File: config.mk
export PLATFORM = sky130hd
export DESIGN_NAME = mem_port_arbiter
export DESIGN_NICKNAME = d
export VERILOG_FILES = /design/src/rtl/mem_arb_pkg.sv /design/src/rtl/rr_pick2.sv /design/src/rtl/mem_port_arbiter.sv
export SDC_FILE = /design/constraint.sdc
export NUM_CORES = 1
export LEC_CHECK = 0
export CORE_UTILIZATION = 41
export CTS_BUF_LIST = sky130_fd_sc_hd__clkbuf_4
export DETAILED_ROUTE_END_ITERATION = 6
export PLACE_DENSITY = 0.9
export SLEW_MARGIN = 20
export SYNTH_ARGS = -nofsm -noshare
export SYNTH_HDL_FRONTEND = slang
export SYNTH_SLANG_ARGS = --single-unit
File: constraint.sdc
create_clock -name clk -period 2.5 [get_ports clk]
set_clock_uncertainty 0.2 [all_clocks]
set_input_delay 0.5 -clock clk [delete_from_list [all_inputs] [get_ports clk]]
set_output_delay 0.5 -clock clk [all_outputs]
set_load 0.03 [all_outputs]
File: src/rtl/mem_arb_pkg.sv
// Shared constants and types for the two-port memory bus arbiter.
package mem_arb_pkg;

  localparam int DATA_W      = 16;
  localparam int ADDR_W      = 14;
  localparam int BRAM_ADDR_W = 8;

  localparam logic PORT_A = 1'b0;
  localparam logic PORT_B = 1'b1;

  typedef enum logic [1:0] {
    IDLE  = 2'd0,
    ISSUE = 2'd1,
    WAIT  = 2'd2,
    DONE  = 2'd3
  } state_t;

endpackage

File: src/rtl/rr_pick2.sv
// Two-way round-robin pick; bit 0 of the request vector is port A, bit 1 port B.
module rr_pick2
  import mem_arb_pkg::*;
#(
  parameter int HOST_PRIORITY = 0
) (
  input  logic [1:0] i_req,
  input  logic       i_last,
  output logic       o_valid,
  output logic       o_port
);

  // A single requester always wins; a tie goes to A under host priority, else to the port not served last
  always_comb begin
    o_valid = |i_req;
    o_port  = PORT_A;
    if (i_req == 2'b10) begin
      o_port = PORT_B;
    end else if (i_req == 2'b11 && HOST_PRIORITY == 0 && i_last == PORT_A) begin
      o_port = PORT_B;
    end
  end

endmodule

File: src/rtl/mem_port_arbiter.sv
// Arbitrates the single BRAM/SPRAM bus between the host (port A) and the fabric (port B),
// one transaction at a time with a req/ack handshake per port.
module mem_port_arbiter
  import mem_arb_pkg::*;
#(
  parameter int MEM_SELECT_BITS = 5,
  parameter int RD_LAT          = 1,
  parameter int HOST_PRIORITY   = 0
) (
  input  logic                       clk,
  input  logic                       resetn,
  input  logic                       a_req,
  input  logic                       a_we,
  input  logic                       a_spram,
  input  logic [MEM_SELECT_BITS-1:0] a_sel,
  input  logic [ADDR_W-1:0]          a_addr,
  input  logic [DATA_W-1:0]          a_wdata,
  output logic                       a_ack,
  output logic [DATA_W-1:0]          a_rdata,
  input  logic                       b_req,
  input  logic                       b_we,
  input  logic                       b_spram,
  input  logic [MEM_SELECT_BITS-1:0] b_sel,
  input  logic [ADDR_W-1:0]          b_addr,
  input  logic [DATA_W-1:0]          b_wdata,
  output logic                       b_ack,
  output logic [DATA_W-1:0]          b_rdata,
  input  logic [DATA_W-1:0]          mem_out,
  output logic [MEM_SELECT_BITS-1:0] mem_select,
  output logic [BRAM_ADDR_W-1:0]     mem_addr,
  output logic [ADDR_W-1:0]          sp_addr,
  output logic [DATA_W-1:0]          mem_in,
  output logic                       rd_en,
  output logic                       wr_en,
  output logic                       bram_or_spram,
  output logic                       busy
);

  localparam logic [2:0] CNT_INIT = 3'(RD_LAT - 1);

  state_t                     r_state;
  state_t                     w_state_nxt;
  logic                       r_gnt;
  logic                       r_last;
  logic                       r_we;
  logic                       r_spram;
  logic [MEM_SELECT_BITS-1:0] r_sel;
  logic [ADDR_W-1:0]          r_addr;
  logic [DATA_W-1:0]          r_wdata;
  logic [DATA_W-1:0]          r_a_rdata;
  logic [DATA_W-1:0]          r_b_rdata;
  logic [2:0]                 r_cnt;
  logic                       w_pick_vld;
  logic                       w_pick_port;
  logic                       w_grant;
  logic                       w_rd_last;

  rr_pick2 #(
    .HOST_PRIORITY(HOST_PRIORITY)
  ) u_pick (
    .i_req  ({b_req, a_req}),
    .i_last (r_last),
    .o_valid(w_pick_vld),
    .o_port (w_pick_port)
  );

  assign w_grant   = (r_state == IDLE) && w_pick_vld;
  assign w_rd_last = (r_state == WAIT) && (r_cnt == 3'd0);

  // State register
  always_ff @(posedge clk or negedge resetn) begin
    if (!resetn) r_state <= IDLE;
    else         r_state <= w_state_nxt;
  end

  // Next state, one-cycle strobe in ISSUE and one-cycle ack in DONE
  always_comb begin
    w_state_nxt = r_state;
    rd_en       = 1'b0;
    wr_en       = 1'b0;
    a_ack       = 1'b0;
    b_ack       = 1'b0;
    case (r_state)
      IDLE:    if (w_pick_vld) w_state_nxt = ISSUE;
      ISSUE: begin
        wr_en       = r_we;
        rd_en       = !r_we;
        w_state_nxt = r_we ? DONE : WAIT;
      end
      WAIT:    if (r_cnt == 3'd0) w_state_nxt = DONE;
      DONE: begin
        a_ack       = (r_gnt == PORT_A);
        b_ack       = (r_gnt == PORT_B);
        w_state_nxt = IDLE;
      end
      default: w_state_nxt = IDLE;
    endcase
  end

  // Capture the winning port's transaction; these registers also drive the bus and hold in IDLE
  always_ff @(posedge clk or negedge resetn) begin
    if (!resetn) begin
      r_gnt   <= PORT_A;
      r_we    <= 1'b0;
      r_spram <= 1'b0;
      r_sel   <= '0;
      r_addr  <= '0;
      r_wdata <= '0;
    end else if (w_grant) begin
      r_gnt   <= w_pick_port;
      r_we    <= (w_pick_port == PORT_B) ? b_we    : a_we;
      r_spram <= (w_pick_port == PORT_B) ? b_spram : a_spram;
      r_sel   <= (w_pick_port == PORT_B) ? b_sel   : a_sel;
      r_addr  <= (w_pick_port == PORT_B) ? b_addr  : a_addr;
      r_wdata <= (w_pick_port == PORT_B) ? b_wdata : a_wdata;
    end
  end

  // Last-grant pointer starts at B so that A wins the first tie
  always_ff @(posedge clk or negedge resetn) begin
    if (!resetn)               r_last <= PORT_B;
    else if (r_state == DONE)  r_last <= r_gnt;
  end

  // Read-latency countdown, loaded as the read strobe goes out
  always_ff @(posedge clk or negedge resetn) begin
    if (!resetn)                            r_cnt <= 3'd0;
    else if (r_state == ISSUE && !r_we)     r_cnt <= CNT_INIT;
    else if (r_state == WAIT && r_cnt != 0) r_cnt <= r_cnt - 3'd1;
  end

  // Per-port read data, updated only when that port's read completes
  always_ff @(posedge clk or negedge resetn) begin
    if (!resetn) begin
      r_a_rdata <= '0;
      r_b_rdata <= '0;
    end else if (w_rd_last) begin
      if (r_gnt == PORT_A) r_a_rdata <= mem_out;
      else                 r_b_rdata <= mem_out;
    end
  end

  assign mem_select    = r_sel;
  assign mem_addr      = r_addr[BRAM_ADDR_W-1:0];
  assign sp_addr       = r_addr;
  assign mem_in        = r_wdata;
  assign bram_or_spram = r_spram;
  assign a_rdata       = r_a_rdata;
  assign b_rdata       = r_b_rdata;
  assign busy          = (r_state != IDLE);

endmodule

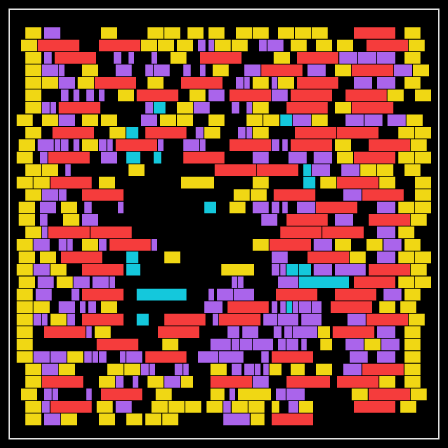
(placement by cell class)
legend:
  purple:
    class: all other logic
    cells: 183
    share_of_their_area: 26%
  yellow:
    class: other buffers and delay cells
    cells: 181
    share_of_their_area: 35%
  red:
    class: flops
    cells: 76
    share_of_their_area: 36%
  cyan:
    class: clock drivers and dummy loads
    cells: 16
    share_of_their_area: 3.0%
final instance area: 0.00539 mm^2
sequential cell area share: 35.3%

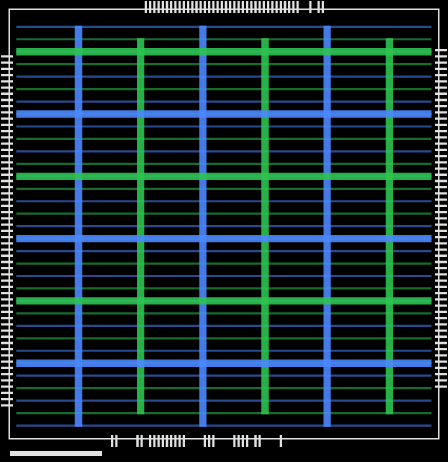
(supply network)
Scale bar: 20 um. Pins as bars on the die edge.
legend:
  green:
    net: VDD
  blue:
    net: VSS
met4 straps: 6
rows: 32
met1 rails: 33
signal pins: 175
Die W: 93.4 um
core area: 0.00789 mm^2
Die Span Y: 93.4 um
VDD IR-drop max: 0.578 mV

==> run notes <==
flow finished, numbers: outcome complete, no violations, FMAX 418 MHz, met3 WL 770 um, post-route setup slack 108 ps, tool warnings 31, Total GRT Usage 20.8%, dominant class by area flip-flops and latches, synthesized instance count 283, DP HPWL 6620 um, grt met1 use 23.5%, Vias/cell 4.94, Synth Flop Type dfrtp_1, GPL Wtd Cong 0.732, sequential fraction of the synthesis area 55.5%, fin crit period 2390 ps, Post-Layout Cell Count 558, crit-path max cell delay 450 ps, worst slew pin tran 569 ps, Slowest cell on crit path dfrtp_1, wire per inst 15.5 um, first-pass GRT wire length 13700 um, Mapped Area 0.00343 mm^2, Setup TNS Final 0 ps, Critical Path AT 1690 ps, Complex Gates by Area 7.70%, crit share post-route 95.7%, Well Taps 102, Non-clk bufs 181, Worst Path Max Fanout 5, Final setup viols 0, Internal Pwr Total 0.00404 W, Comb. pwr 0.00405 W, Post-Place Worst Slack 158 ps, number of cells in Yosys stat 283, clock power share 11.8%, top cell type by instance count after synthesis dfrtp_1, CTS buffer count 9, fraction of layout cells with a size suffix above 1 14.0%, Distinct lib cells used 28, CP top delay family buffers and inverters, FFs w/ async S/R, synth 100%, Overflow after GRT 0, H-Tree Depth 3, Reg2Reg Depth 4, Iter 0 DRT Violations 105, Worst Hold End mem_in[0]$_DFFE_PN0P_, Synthesized registers 76, clock tree buffer depth 2, Logic pwr share 57.3%, die area 0.00873 mm^2, Flop Count 76, drt pass-1 iters 4, met2 Use GR 36.5%, # DRC 0, CP endpoint kind output port, Avg Cell Area, Syn 12.1 um^2, CTS tree done, ant diodes 0, dpl cell area 0.00523 mm^2, number of logic gates 178, Resized cells post-CTS 5, row cnt 32, M1 WL 3290 um, P per Cell Area 1310 mW/mm^2, Met2 Routed Length 4390 um, Net Switching 0.00303 W, Top non-seq family multiplexers, Rel. slew slack 61.9%, Yosys Chip Area 0.00343 mm^2, Mux area share 22.0%, Area leader share 54.8%, clk cell area share 2.95%, FA/HA/MAJ Cells, Area Fraction 2.56%, busiest grt layer met2, synth top area cells dfrtp_1 (55%), mux2_2 (11%), mux2i_1 (11%), Clock Power 0.000833 W, Mapped Nets 384, number of hold buffers added after cts 1, met3 usage 6.67%, Top pwr grp combinational cells, max layer used met4, Slew Viols, Final 0
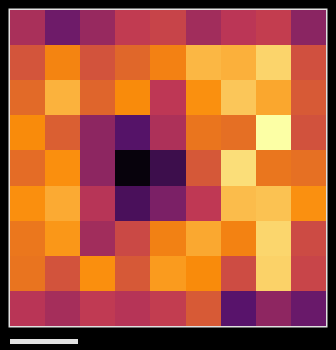
(placement density heat map)
Scale bar: 20 um. 9 x 9 tiles, from black (low) to pale yellow (high), 0 to 100% covered.
nearly empty tiles: 1.2%
mean over tiles: 60%
tiles over 75% full: 26%
densest ninth of the die: middle right
fullest tile: 100%
floorplan utilization: 43.4%
Finished Core Util: 68.4%

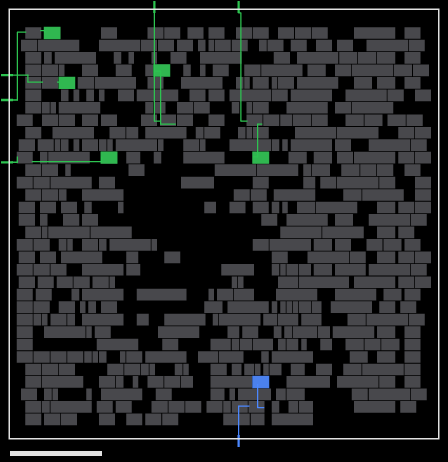
(nets reached from selected ports)
Scale bar: 20 um.
legend:
  green:
    port: b_sel
    bits: 5
    direction: input
    edge: 3 left, 2 top
    end_cells: 5
    buffers: 5
    wire: 123 um
  blue:
    port: a_we
    bits: 1
    direction: input
    edge: bottom
    end_cells: 1
    buffers: 1
    wire: 15.4 um
Ports: 175
number of port buffers: 174

Power figures rest on the tool's default switching activity, not on a simulated workload.
